Run 1, M1 wires:
Bar = 50 um. Supply wires on this layer in gray.
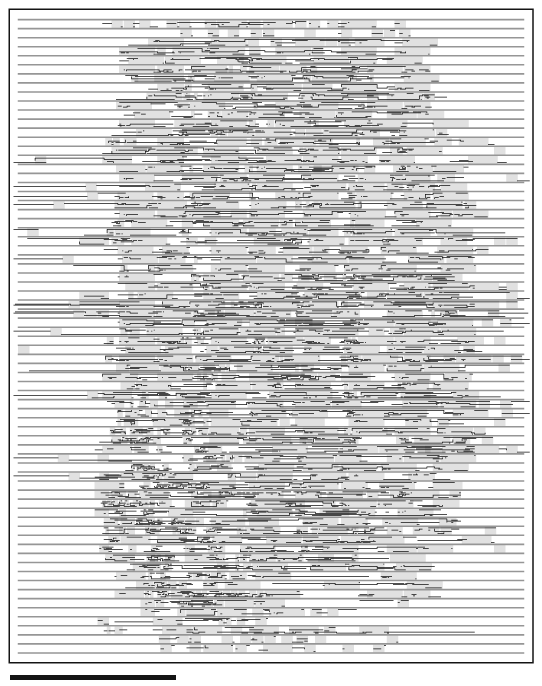
Run 1, signal wires by layer:
Only two layers are drawn.
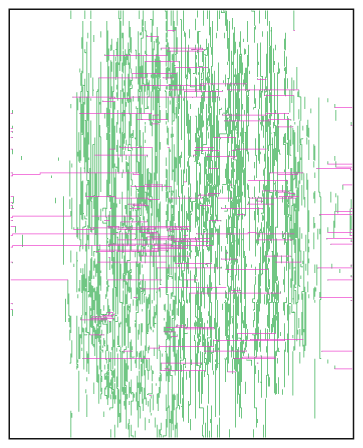
Run 1, routing congestion map:
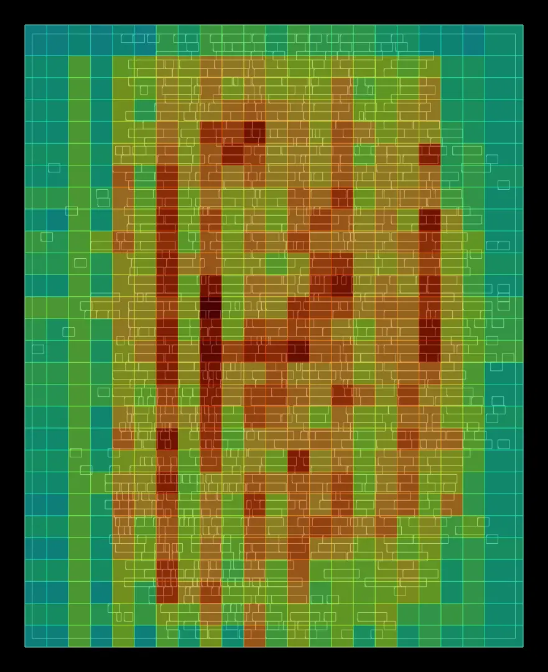
Run 1, I/O nets highlighted:
Bar = 50 um.
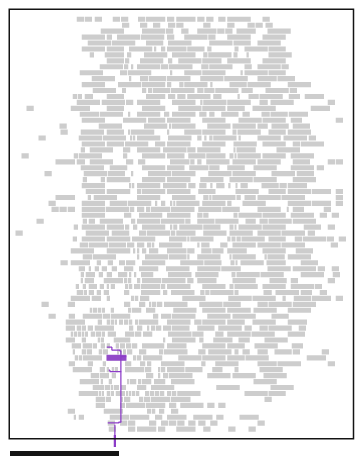
### config.mk
export PLATFORM = sky130hd
export DESIGN_NAME = systolic_result_collector
export DESIGN_NICKNAME = d
export VERILOG_FILES = /design/src/rtl/systolic_result_collector.sv
export SDC_FILE = /design/constraint.sdc
export NUM_CORES = 1
export LEC_CHECK = 0
export CORE_AREA = 2 2 155 194
export DETAILED_ROUTE_END_ITERATION = 8
export DIE_AREA = 0 0 157 196
export HOLD_SLACK_MARGIN = 0.1
export MAX_ROUTING_LAYER = met4
export PLACE_DENSITY = 0.74
export SLEW_MARGIN = 20
export SYNTH_ARGS = -nofsm -noshare
export SYNTH_HDL_FRONTEND = slang
export SYNTH_SLANG_ARGS = --single-unit
### constraint.sdc
create_clock -name clk -period 9.4 [get_ports clk]
set_input_delay 1.88 -clock clk [delete_from_list [all_inputs] [get_ports clk]]
set_output_delay 1.88 -clock clk [all_outputs]
set_load 0.1 [all_outputs]
### src/rtl/systolic_result_collector.sv
// systolic_result_collector
//   Drain side of the N x N systolic array. Captures the skewed per-column
//   result stream (column j starts j cycles after column 0, rows arrive in
//   order), de-skews it into an N x N buffer and then writes the buffer
//   row-major into the result RAM, one word per cycle.
//
// Ports
//   clk, rst    : clock, asynchronous active-high reset
//   start       : begin a capture (honoured only when idle)
//   col_valid   : bit j marks col_data slice j as the next row of column j
//   col_data    : column j result at [j*ACC_W +: ACC_W], two's complement
//   busy        : high while capturing or writing
//   done        : one-cycle pulse after the final RAM write
//   err         : sticky overflow flag, cleared by the next accepted start
//   ram_en/ram_we/ram_addr/ram_di : result RAM write port
//
// Build option
//   COLLECTOR_SATURATE_EN : when defined, ACC_W -> OUT_W conversion
//   saturates signed; otherwise the low OUT_W bits are kept.
module systolic_result_collector #(
    parameter int N     = 4,
    parameter int ACC_W = 32,
    parameter int OUT_W = 16,
    parameter int AW    = 4
) (
    input  logic                 clk,
    input  logic                 rst,
    input  logic                 start,
    input  logic [N-1:0]         col_valid,
    input  logic [N*ACC_W-1:0]   col_data,
    output logic                 busy,
    output logic                 done,
    output logic                 err,
    output logic                 ram_en,
    output logic                 ram_we,
    output logic [AW-1:0]        ram_addr,
    output logic [OUT_W-1:0]     ram_di
);

    localparam int NN = N * N;
    localparam int CW = $clog2(N + 1);
    localparam int KW = $clog2(NN + 1);
    localparam int IW = (NN > 1) ? $clog2(NN) : 1;
    localparam logic [CW-1:0] CNT_FULL = CW'(N);
    localparam logic [KW-1:0] K_LAST   = KW'(NN - 1);
    localparam logic [KW-1:0] K_FLUSH  = KW'(NN);

    typedef enum logic [1:0] {IDLE, CAPTURE, WRITE, DONE} state_t;

    state_t             state_q, state_d;
    logic [CW-1:0]      cnt_q [N];
    logic [CW-1:0]      cnt_d [N];
    logic [KW-1:0]      k_q, k_d;
    logic [OUT_W-1:0]   res_buf_q [NN];
    logic [OUT_W-1:0]   res_buf_d [NN];
    logic [OUT_W-1:0]   conv [N];
    logic [IW-1:0]      wr_idx;
    logic               all_full;

    logic               busy_q, busy_d;
    logic               done_q, done_d;
    logic               err_q, err_d;
    logic               ram_en_q, ram_en_d;
    logic               ram_we_q, ram_we_d;
    logic [AW-1:0]      ram_addr_q, ram_addr_d;
    logic [OUT_W-1:0]   ram_di_q, ram_di_d;

    // Per-column width conversion of the incoming accumulator values.
    always_comb begin
        conv = '{default: '0};
        for (int unsigned j = 0; j < N; j++) begin
`ifdef COLLECTOR_SATURATE_EN
            // Out of range when the bits above the OUT_W sign bit are not
            // all copies of the ACC_W sign bit.
            if (col_data[j*ACC_W+OUT_W-1 +: ACC_W-OUT_W+1] !=
                {(ACC_W-OUT_W+1){col_data[j*ACC_W+ACC_W-1]}})
                conv[j] = col_data[j*ACC_W+ACC_W-1] ? {1'b1, {(OUT_W-1){1'b0}}}
                                                    : {1'b0, {(OUT_W-1){1'b1}}};
            else
                conv[j] = col_data[j*ACC_W +: OUT_W];
`else
            conv[j] = col_data[j*ACC_W +: OUT_W];
`endif
        end
    end

    always_comb begin
        state_d    = state_q;
        cnt_d      = cnt_q;
        k_d        = k_q;
        res_buf_d  = res_buf_q;
        err_d      = err_q;
        busy_d     = 1'b0;
        done_d     = 1'b0;
        ram_en_d   = 1'b0;
        ram_we_d   = 1'b0;
        ram_addr_d = '0;
        ram_di_d   = '0;
        wr_idx     = '0;
        all_full   = 1'b1;

        // Outputs are computed for the state being entered so that the
        // registered outputs line up with state_q.
        case (state_q)
            IDLE: begin
                if (start) begin
                    state_d = CAPTURE;
                    cnt_d   = '{default: '0};
                    err_d   = 1'b0;
                    busy_d  = 1'b1;
                end
            end
            CAPTURE: begin
                busy_d = 1'b1;
                for (int unsigned j = 0; j < N; j++) begin
                    if (col_valid[j]) begin
                        if (cnt_q[j] < CNT_FULL) begin
                            wr_idx = IW'(int'(cnt_q[j]) * N + int'(j));
                            res_buf_d[wr_idx] = conv[j];
                            cnt_d[j] = cnt_q[j] + 1'b1;
                        end else begin
                            err_d = 1'b1;
                        end
                    end
                    if (cnt_d[j] != CNT_FULL)
                        all_full = 1'b0;
                end
                if (all_full) begin
                    // First write launches on the same edge as the last
                    // capture, so it reads the buffer's next value.
                    state_d    = WRITE;
                    k_d        = '0;
                    ram_en_d   = 1'b1;
                    ram_we_d   = 1'b1;
                    ram_addr_d = '0;
                    ram_di_d   = res_buf_d[0];
                end
            end
            WRITE: begin
                busy_d = 1'b1;
                if (|col_valid)
                    err_d = 1'b1;
                if (k_q == K_FLUSH) begin
                    // Flush cycle (write port idle) has elapsed.
                    state_d = DONE;
                    busy_d  = 1'b0;
                    done_d  = 1'b1;
                end else begin
                    k_d = k_q + 1'b1;
                    if (k_q != K_LAST) begin
                        ram_en_d   = 1'b1;
                        ram_we_d   = 1'b1;
                        ram_addr_d = AW'(k_d);
                        ram_di_d   = res_buf_q[IW'(k_d)];
                    end
                end
            end
            DONE: begin
                state_d = IDLE;
            end
            default: begin
                state_d = IDLE;
            end
        endcase
    end

    always_ff @(posedge clk or posedge rst) begin
        if (rst) begin
            state_q    <= IDLE;
            for (int unsigned j = 0; j < N; j++)
                cnt_q[j] <= '0;
            k_q        <= '0;
            busy_q     <= 1'b0;
            done_q     <= 1'b0;
            err_q      <= 1'b0;
            ram_en_q   <= 1'b0;
            ram_we_q   <= 1'b0;
            ram_addr_q <= '0;
            ram_di_q   <= '0;
        end else begin
            state_q    <= state_d;
            cnt_q      <= cnt_d;
            k_q        <= k_d;
            busy_q     <= busy_d;
            done_q     <= done_d;
            err_q      <= err_d;
            ram_en_q   <= ram_en_d;
            ram_we_q   <= ram_we_d;
            ram_addr_q <= ram_addr_d;
            ram_di_q   <= ram_di_d;
        end
    end

    // Buffer contents are don't-care after reset, so no reset here.
    always_ff @(posedge clk) begin
        res_buf_q <= res_buf_d;
    end

    assign busy     = busy_q;
    assign done     = done_q;
    assign err      = err_q;
    assign ram_en   = ram_en_q;
    assign ram_we   = ram_we_q;
    assign ram_addr = ram_addr_q;
    assign ram_di   = ram_di_q;

endmodule

==> commit_impl_results.txt, run 1 <==
Record implementation results from latest flow run

- Startpoint kind of the worst setup timing path: input pin
- Total number of vias: ~7,200
- The timing report gives the biggest stage delay along the critical path as between 1 and 1.5 ns.
- In the setup report, the worst path falls into the class in -> reg.
- Placed cell count: 1,201
* Synthesized registers: between 200 and 300
- In the Yosys stats the netlist draws on ~50 distinct library cells.
- Setup repair after global routing left no endpoint under its margin.
- TritonCTS built the clock tree.
* Maximum number of pins on one net before global-route repair: 65
- Outcome: finished clean
- The floorplan step records an initial core utilization of around 44%.
* Peak clock frequency supported by timing: roughly 220 MHz
* Number of nets in the final layout: 992
* Netlist area before placement: approximately 13,000 um^2
- Relative slew margins: about a third
- Total power normalized to cell area comes to slightly below 300 nW/um^2.
- Leading area contributor after synthesis: edfxtp_1
- The placement stage leaves a total instance area of between 10,000 and 15,000 um^2.
- H-tree depth: 1
- Number of optimization iterations in the first detailed-route pass: 5
* Flip-flop cell with the highest count after synthesis: edfxtp_1
- According to the timing report, the data required time at the worst endpoint equals 9.87 ns.
- Measured along the y axis, the die boundary spans 196 um.
* Synth top area share: about 60%
- Buffers and inverters on the worst path: 2
* Tally of non-filler cells in the final layout: between 1,000 and 1,500
- Number of buffers inserted during clock tree synthesis: 27
- Commonest cells after routing, fill and taps aside: 256 x edfxtp_1, 95 x clkdlybuf4s50_1, 64 x mux4_2, 47 x and3_1, 42 x dfrtp_1
- The number of cells on the worst hold path is listed as 1.
* WL met1: between 10,000 and 15,000 um
- Floorplan die width: ~160 um
* Cell row count: roughly 70
* Final max-slew violation count: 0
- Sum of negative setup slack: 0 ns
- Post-CTS repair ended up resizing 0 cells.
* Measured slew at the worst slew-check pin: around 1.0 ns
- Summing over the stages, the warning tally comes to 106.
- Counting the warning lines in the Yosys log gives 0.
* Worst-case vdd ir drop: 0.1725 mV
- CTS clk-pin slew, worst paths: 0.07 ns
* FFs w/ async S/R, synth: roughly 14%
* Total cells reported by yosys after synthesis: roughly 730
- Hold violation count in the final report: 0
* Class of the tightest hold or removal check: reg -> reg
- Post-synthesis, Yosys gives the total cell area as 12,830 um^2.
- DRC: 0
- The clock passes through at most 3 buffers.
* Last weighted congestion value of the routability-driven placer: just over 0.8
- The leakage power in the latest report is 5.424 nW.
- Antenna violation net count after detailed routing: 0
- Per the detail_route report, routed wire per instance is between 20 and 30 um.
- The via count of the first global-routing pass was roughly 7,400.
* Sum of routed wire length over all layers: around 31,000 um
* Max-cap viol count: 0
- Endpoint kind of the worst setup timing path: register
- DP Wirelength: roughly 19,000 um
- In the final report, the number of endpoints failing setup comes to 0.
- Wire segments on met2 add up to approximately 17,000 um in the final route.
- Per the CTS log, the root buffer master is clkbuf_16.
* Global-route wire length before repair: between 40,000 and 50,000 um
- Clock net sink count: 299
- Violation count after the first detailed-route iteration: 601
- On the final layout, the worst hold slack is 0.5381 ns.
- Synthesized area per cell: 17.51 um^2
* Number of buffers inserted by port buffering: 95
- Among all stages on the critical path, the largest delay is contributed by or4_1.
- The synthesized design contains 256 enable-type register cells.
- Most frequent cell on the critical path: nand2b_1
* Share of synthesized area occupied by flip-flops and latches: between 60% and 70%
- Count of boundary I/O pins: 160
- Subtracting the final worst setup slack from the clock period gives 4.605 ns.
- Quantity of hold-fixing buffers added after cts: 0
## Picture notes: 'M1 wires'
main direction: horizontal
nets with wire on the layer: 855
longest straight run: 49.2 um
wire length on this layer: 11,900 um

## Picture notes: 'signal wires by layer'
[magenta] met3 | wire length: 2,310 um
[green] met2 | wire length: 16,600 um

## Picture notes: 'routing congestion map'
global routing usage on met1: 26.63%
final cell utilization of the core: 52.55%
overall fraction of global-route tracks in use: 21.13%

## Picture notes: 'I/O nets highlighted'
[purple] err | bits: 1 | direction: output | end cells: 1 | wire: 61.2 um

run 1: kinds of logic after synthesis:
| family | Yosys count | synth area share [%] |
|---|---|---|
| flops | 299 | 68.28 |
| simple gates | 170 | 8.013 |
| mux | 113 | 15.22 |
| compound gates | 67 | 4.221 |
| buf+inv | 60 | 1.959 |
| fa+ha+maj | 23 | 2.242 |
| xor+xnor | 1 | 0.06825 |
run 1: Yosys cell counts (all sizes together) (3+ instances only):
cell type and count:
edfxtp 256, mux4 64, and3 49, dfrtp 43, nor2 40, nand2b 34, mux2i 32, clkbuf 25
ha 23, buf 19, mux2 17, inv 16, a21oi 12, o21ai 12, o221ai 12, nand3 11
a22o 10, nand2 9, nor3 6, a31oi 5, nor2b 5, o22ai 5, and2 3, nor3b 3
run 1: layer usage:
layer	global-route usage, %	vias to the layer above
met1	26.63	3763
li1	-	3094
met5	-	-
met3	3.115	41
met2	35.82	326
met4	5.810	0
run 1: final timing paths:
path | startpoint | endpoint | slack [ns]
min reg2reg | k_q[4] | k_q[4] | 0.54
min | k_q[4] | k_q[4] | 0.54
max in group asynchronous | rst | k_q[0] | 7.04
min in group asynchronous | rst | state_q[0] | 1.84
max | col_valid[3] | ram_di[0] | 4.80
max reg2reg | cnt_q[2] | ram_di[0] | 5.99
run 1: layout make-up:
class | count | area, um^2
tap | 396 | 495.5
sequential | 299 | 8767
antenna | 3 | 7.507
multi-input combinational | 374 | 3830
clock inverter | 17 | 256.5
clock buffer | 33 | 708.2
timing repair buffer | 116 | 1109
fill | 2270 | 13760
inverter | 16 | 60.06
run 1: sequential cells by signal (all words and copies together), names as in the netlist, 2 cells and up:
signal,flops
cnt_q,12
ram_addr,4
res_buf_q,256
ram_di,16
k_q,5
state_q,2
run 1: power by group:
group / total (mW) / switching [mW] / internal [mW] / leakage [nW]
combinational: 1.57 / 0.945 / 0.629 / 2.04
clock: 1.19 / 0.484 / 0.706 / 0.465
sequential: 1.72 / 0.103 / 1.62 / 2.92
total: 4.48 / 1.53 / 2.95 / 5.42
run 1: through the flow:
step	util, %	total power [mW]	worst slack [ns]
floorplan	-	2.923	5.783
global placement	49.18	3.303	4.241
detailed placement	49.18	3.325	4.238
CTS	52.51	4.508	4.776
global route	52.55	4.662	4.687
finish	52.55	4.485	4.795
==> inputs of run 2 (changes only) <==
--- a/config.mk
+++ b/config.mk
@@ -10,7 +10,7 @@
 export DIE_AREA = 0 0 157 196
 export HOLD_SLACK_MARGIN = 0.1
 export MAX_ROUTING_LAYER = met4
-export PLACE_DENSITY = 0.74
+export PLACE_DENSITY = 0.77
 export SLEW_MARGIN = 20
 export SYNTH_ARGS = -nofsm -noshare
 export SYNTH_HDL_FRONTEND = slang
==> constraint.sdc (replaced) <==
create_clock -name clk -period 3.7 [get_ports clk]
set_input_delay 0.74 -clock clk [delete_from_list [all_inputs] [get_ports clk]]
set_output_delay 0.74 -clock clk [all_outputs]
set_load 0.1 [all_outputs]
Run 2, I/O nets highlighted:
Bar = 50 um.
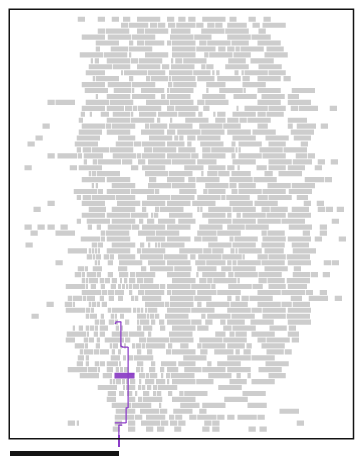
[purple] err | bits: 1 | direction: output | end cells: 1 | wire: 68.6 um

==> run 2 against run 1 <==
Compared with the run above:
- combinational power went up to 2.7 times the previous value
- hold slack better by 0.0049 ns
- global-route usage rose by 0.84 points
- cell count grew 1.0%
- wire length up 3.1%
- clock skew is 0.0066 ns higher
- non-clock buffer count rose by 16
- critical path depth is 1 lower
- synthesized cell count unchanged
- flip-flop count did not move
- final area rose by 0.51%
- critical path type is now reg -> reg
- critical endpoint is now ram_di[11]
- largest power group unchanged
==> commit_impl_results.txt, run 2 <==
Record implementation results from latest flow run

- The run finished with clean final reports.
- Reg2Reg Launch Point: cnt_q[1]
* Antenna violation net count after detailed routing: 0 (unchanged)
- The count of pins over their slew limit is 0 (unchanged).
* Count of boundary I/O pins: 160 (unchanged)
- The type recorded for the worst min-delay path is reg -> reg.
- In the synthesized netlist the dominant register cell turns out to be edfxtp_1.
- Sum of routed wire length over all layers: 32,440 um (+3.1%)
* Worst-case vdd ir drop: 0.5401 mV (+210%)
- Total cells reported by yosys after synthesis: 733 (unchanged)
* Number of buffers inserted by port buffering: 95 (unchanged)
- Synthesized chip area reported by yosys: 12,830 um^2 (unchanged)
- DP Area: 14,410 um^2 (+1.1%)
- The number of buffers on the longest clock path came to 3 (unchanged).
- FFs w/ async S/R, synth: 14.38% (unchanged)
- Clock root buffer master: clkbuf_16
* Synthesized area per cell: 17.51 um^2 (unchanged)
- Violation count after the first detailed-route iteration: 726 (+21%)
- Kind of critical path: reg -> reg
- H-tree depth: 1 (unchanged)
- The number of flip-flops under the largest register name is 256 (unchanged).
- The instance count after placement with tap cells included is 1,217 (+1.3%).
* DP Wirelength: 20,360 um (+8.8%)
- Last weighted congestion value of the routability-driven placer: 0.8328 (+3.1%)
* FF-to-FF setup slack: 0.82 ns (-5.17 ns)
- The OpenROAD warning count was 106 (unchanged).
- Core Util at FP: 44.27% (unchanged)
- Setup repair after global routing left no endpoint under its margin.
- Commonest cells after routing, fill and taps aside: 256 x edfxtp_1, 95 x clkdlybuf4s50_1, 64 x mux4_2, 49 x and3_1, 42 x dfrtp_1
- The total number of vias is 7,296 (+1.0%).
- The number of storage elements in the synthesis netlist is 299 (unchanged).
- The data required time at the worst endpoint was 4.13 ns (-5.74 ns).
- Number of library cell types mapped by synthesis: 50 (unchanged)
* Netlist area before placement: 12,830 um^2 (unchanged)
- The number of hold violations in the final report was 0 (unchanged).
- Pleak: 5.488 nW (+1.2%)
* Syn. warnings: 0 (unchanged)
* Worst hold endpoint: k_q[4]
- CTS clk-pin slew, worst paths: 0.07 ns (about the same)
- Start point of the worst hold path: k_q[4]
- The largest total area in the synthesized netlist belongs to edfxtp_1.
* Measured slew at the worst slew-check pin: 0.9818 ns (-0.03951 ns)
* FF-to-FF End: ram_di[11]
* Tally of non-filler cells in the final layout: 1,267 (+1.0%)
* Endpoint kind of the worst setup timing path: register
- Maximum number of pins on one net before global-route repair: 65 (unchanged)
- The total clock sinks came to 299 (unchanged).
* Number of cells traversed by the worst hold path: 1 (unchanged)
- Number of nets in the final layout: 1,007 (+1.5%)
* Peak clock frequency supported by timing: ~350 MHz
- The horizontal extent of the die came to 157 um (unchanged).
* Via count of the first global-routing pass: 7,675 (+3.2%)
- The number of iterations in the first detailed-routing pass came to 5 (unchanged).
- The number of placement rows was 70 (unchanged).
- The synthesis run shows the most used standard cells to be 256 x edfxtp_1, 64 x mux4_2, 49 x and3_1.
- Number of buffers inserted during clock tree synthesis: 26 (-3.7%)
- Startpoint kind of the worst setup timing path: register
- DIE HEIGHT: 196 um (unchanged)
* Cell with the most instances after synthesis: edfxtp_1
- The quantity of gates resized following cts was 0 (unchanged).
* Quantity of hold-fixing buffers added after cts: 0 (unchanged)
run 2: cell count changes in the layout (fill, tap and decap cells not counted), moves of 2 or more:
cell	change
and3_2	-2
buf_4	+13
bufinv_16	-3
clkbuf_8	+3
and3_1	+2
buf_12	+3
run 2: power breakdown:
group | total [mW] | internal (mW) | switching, mW
registers | 4.28 | 4.11 | 0.167
logic | 4.19 | 1.65 | 2.55
clock network | 2.82 | 1.63 | 1.19
total | 11.3 | 7.38 | 3.91
run 2: cell type report:
| class | instances | area [um^2] |
|---|---|---|
| diodes | 2 | 5.005 |
| clock buffers | 36 | 749.5 |
| clock inverters | 12 | 142.6 |
| fillers | 2254 | 13680 |
| inverters | 16 | 60.06 |
| multi-input cells | 374 | 3825 |
| flip-flops and latches | 299 | 8767 |
| well taps | 396 | 495.5 |
| repair buffers | 132 | 1266 |
run 2: per-layer routing:
layer | track usage [%] | vias up | share of wire, %
li1 | - | 3127 | -
met1 | 26.24 | 3737 | 37
met2 | 37.31 | 353 | 52
met3 | 3.910 | 79 | 7.9
met4 | 8.087 | 0 | 3.4
met5 | - | - | 0
run 2: metrics by stage:
step           hold WS [ns]  power, mW  util (%)  worst slack, ns
4_1_cts              0.5403      11.35     52.80           0.7962
2_1_floorplan        0.4877      7.426         -           0.6439
3_5_place_dp         0.5261      8.546     49.72           0.2774
3_3_place_gp         0.5246      8.464     49.72           0.3058
6_report             0.5430      11.29     52.81           0.8158
5_1_grt              0.5539      11.73     52.81           0.6276
run 2: cell families after synthesis:
| logic type | after synthesis | share of synthesized area [%] |
|---|---|---|
| compound gates | 67 | 4.221 |
| xor+xnor | 1 | 0.06825 |
| fa+ha+maj | 23 | 2.242 |
| buf+inv | 60 | 1.959 |
| flops | 299 | 68.28 |
| mux | 113 | 15.22 |
| simple gates | 170 | 8.013 |
run 2: how the worst max path moves through the flow:
stage                       from    endpoint  slack [ns]  depth (start not counted)
floorplan                 k_q[0]  ram_di[10]        0.64                         10
global placement    col_valid[0]  ram_di[11]        0.31                          7
detailed placement  col_valid[0]  ram_di[11]        0.28                          7
CTS                     cnt_q[0]  ram_di[11]        0.80                          7
global route              k_q[0]   ram_di[9]        0.63                          6
finish                  cnt_q[1]  ram_di[11]        0.82                          7
run 2: worst max-delay path, stage by stage, from the launching register on:
cell and delay [ns]:
dfrtp_1 0.43, ha_1 0.53, a21oi_1 0.15, or4_4 0.53, or4_1 0.69, buf_12 0.23, nand2b_1 0.14, o221ai_1 0.08
==> inputs of run 3 (changes only) <==
--- a/config.mk
+++ b/config.mk
@@ -10,7 +10,7 @@
 export DIE_AREA = 0 0 157 196
 export HOLD_SLACK_MARGIN = 0.1
 export MAX_ROUTING_LAYER = met4
-export PLACE_DENSITY = 0.77
+export PLACE_DENSITY = 0.74
 export SLEW_MARGIN = 20
 export SYNTH_ARGS = -nofsm -noshare
 export SYNTH_HDL_FRONTEND = slang
==> constraint.sdc (replaced) <==
create_clock -name clk -period 2.85 [get_ports clk]
set_input_delay 0.57 -clock clk [delete_from_list [all_inputs] [get_ports clk]]
set_output_delay 0.57 -clock clk [all_outputs]
set_load 0.1 [all_outputs]
Run 3, routing congestion map:
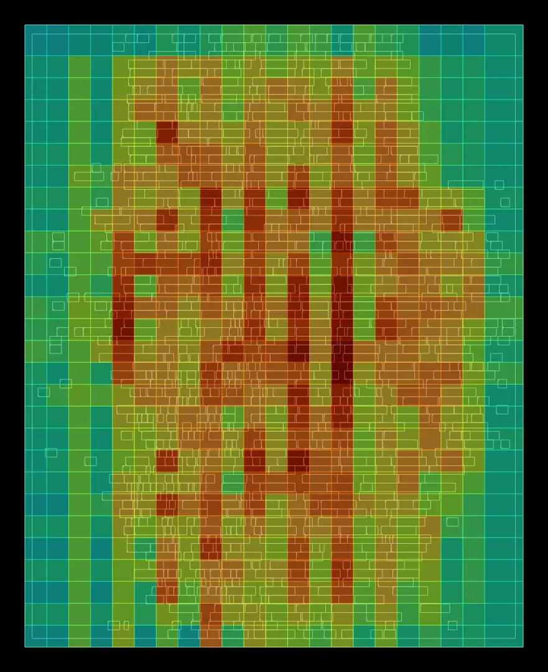
overall fraction of global-route tracks in use: 21.90%
M2 GR Usage: 37.64%
final cell utilization of the core: 53.44%
detail-routed net length per standard cell: 24.93 um
most used routing layer in global routing: met2

==> run 3 against run 2 <==
Compared with the run above:
- synthesized area is the same
- clock skew shrank 0.013 ns
- fmax is 9.8% higher
- critical endpoint is now ram_di[2]
- utilization rose by 0.63 points
- sequential power increased by about 30%
==> commit_impl_results.txt, run 3 <==
Record implementation results from latest flow run

* Number of buffers inserted by port buffering: 95 (unchanged)
- The average instance area after synthesis was 17.51 um^2 (unchanged).
* Fin worst setup slack: 0.2229 ns (-0.5930 ns)
- Slowest stage cell, crit path: or2_2
- The power spent charging and discharging nets is 5.111 mW (+31%).
- The count of nets after finishing came to 1,035 (+2.8%).
- The initial standard-cell utilization of the core is 44.27% (unchanged).
* DIE HEIGHT: 196 um (unchanged)
* Worst-case vdd ir drop: 0.6353 mV (+18%)
- Net switching share of the total power: 34.67% (+0.052 points)
* CTS tree: built
* Cell with the most instances after synthesis: edfxtp_1
- Quantity of hold-fixing buffers added after cts: 0 (unchanged)
- Critical Path Max Stage Delay: 0.90 ns (+0.21 ns)
* Commonest cells after routing, fill and taps aside: 256 x edfxtp_1, 81 x buf_4, 70 x clkdlybuf4s50_1, 64 x mux4_2, 49 x and3_1
- Kind of critical path: reg -> reg
- Leading area contributor after synthesis: edfxtp_1
- Peak clock frequency supported by timing: 380.6 MHz (+9.8%)
- Count of boundary I/O pins: 160 (unchanged)
* Die outline area: between 30,000 and 40,000 um^2
* Last weighted congestion value of the routability-driven placer: 0.8467 (+1.7%)
* Cell row count: 70 (unchanged)
- Number of library cell types mapped by synthesis: 50 (unchanged)
* CTS clk-pin slew, worst paths: 0.06 ns (about the same)
* Clock root buffer master: clkbuf_16
* Number of buffers inserted during clock tree synthesis: 27 (+3.8%)
* Synthesized registers: 299 (unchanged)
* Number of filler instances in the final layout: 2,285 (+1.4%)
- Reg area: 8767 um^2 (unchanged)
- Pleak: 5.668 nW (+3.3%)
- The total length of routed wires is 32,260 um (-0.54%).
* Internal power: 9.632 mW (+30%)
- Area used by multi-input combinational logic: 3825 um^2 (unchanged)
- Syn. warnings: 0 (unchanged)
- The worst hold margin was 0.3494 ns (-0.1937 ns).
* Pwr Total: 14.74 mW (+31%)
* Combinational fraction of design power: 37.8% (+0.7 points)
* DP Wirelength: 20,870 um (+2.5%)
- Flip-flop cell with the highest count after synthesis: edfxtp_1
- FF-to-FF End: ram_di[2]
- The number of buffers on the longest clock path is 3 (unchanged).
* Class of the tightest hold or removal check: in -> async
* Synthesized chip area reported by yosys: 12,830 um^2 (unchanged)
- The fraction of power consumed by sequential logic is 37.7% (-0.2 points).
* Endpoint kind of the worst setup timing path: register
* Maximum number of pins on one net before global-route repair: 70 (+7.7%)
* Antenna violation net count after detailed routing: 0 (unchanged)
* Violation count after the first detailed-route iteration: 732 (+0.83%)
* Floorplan die width: 157 um (unchanged)
- The most critical setup path has its endpoint at ram_di[2].
* CP Data Required Time: 3.26 ns (-0.87 ns)
* Max reg flops: 256 (unchanged)
* DP Area: 14,620 um^2 (+1.4%)
- FFs w/ async S/R, synth: 14.38% (unchanged)
* Outcome: finished clean
* H-tree depth: 1 (unchanged)
- FF-to-FF setup slack: 0.22 ns (-0.59 ns)
* Via count of the first global-routing pass: 7,747 (+0.94%)
- Total tool warning count: 106 (unchanged)
* Total cells reported by yosys after synthesis: 733 (unchanged)
* Total number of vias: 7,377 (+1.1%)
* Post-CTS Resized: 0 (unchanged)
- The synthesized cell area was 12,830 um^2 (unchanged).
- Measured slew at the worst slew-check pin: 1.158 ns (+0.1765 ns)
* Post-placement worst setup slack: -0.06670 ns (-0.3441 ns)
- The signal on the critical path passes through ha_1 -> nor2b_1 -> or2_2 -> buf_4 -> mux2i_1 -> o221ai_2.
- Reg2Reg Launch Point: k_q[0]
* Number of vias per cell after detailed routing: approximately 5.7
- Most frequent cells after synthesis: 256 x edfxtp_1, 64 x mux4_2, 49 x and3_1
* Hold violation count in the final report: 0 (unchanged)
* Clock net sink count: 299 (unchanged)
[run 3: cell counts after synthesis]
Identical to the previous run, type by type.
[run 3: logic make-up (layout without fill, tap and decap cells)]
logic type               after synthesis  in the layout  synth area share, %
AND/OR/NAND/NOR                      170            170                8.013
XOR/XNOR                               1              1              0.06825
multiplexers                         113            113                15.22
flip-flops                           299            299                68.28
buffers and inverters                 60            225                1.959
adder cells (fa/ha/maj)               23             23                2.242
AND-OR/OR-AND                         67             67                4.221
[run 3: final cells by class]
class	instances	area share [%]
sequential	299	56.59
multi-input combinational	374	24.69
timing repair buffer	159	9.481
clock buffer	40	4.935
tap	396	3.198
clock inverter	10	0.7188
inverter	16	0.3877
[run 3: worst min path at each step]
stage | start | to | slack [ns]
final | rst | ram_addr[3] | 0.35
after global routing | rst | ram_di[3] | 0.42
after CTS | rst | busy | 0.38
after detailed placement | k_q[4] | k_q[4] | 0.54
after global placement | k_q[4] | k_q[4] | 0.52
after floorplan | k_q[4] | k_q[4] | 0.49
[run 3: power by group through the flow]
stage	logic [mW]	registers [mW]	clock network, mW
floorplan	3.15	6.50	0
global placement	5.52	5.61	0
detailed placement	5.59	5.64	0
CTS	5.62	5.55	3.64
global route	5.91	5.60	3.80
finish	5.58	5.56	3.61
[run 3: layer usage]
| metal | global-route usage (%) | up-vias | routed length (um) |
|---|---|---|---|
| li1 | - | 3178 | - |
| met1 | 27.30 | 3760 | 12130 |
| met2 | 37.64 | 370 | 16990 |
| met3 | 2.916 | 69 | 2220 |
| met4 | 6.150 | 0 | 911 |
| met5 | - | - | 0 |
[run 3: critical path: cells and delay by family (launching register included)]
kind | cells | cell delay [ns]
adders and majority gates | 1 | 0.24
buffers and inverters | 1 | 0.32
DFF | 1 | 0.50
AOI/OAI and AO/OA | 1 | 0.12
muxes | 1 | 0.25
and+or+nand+nor | 2 | 1.04
Power and IR drop assume default switching activity.
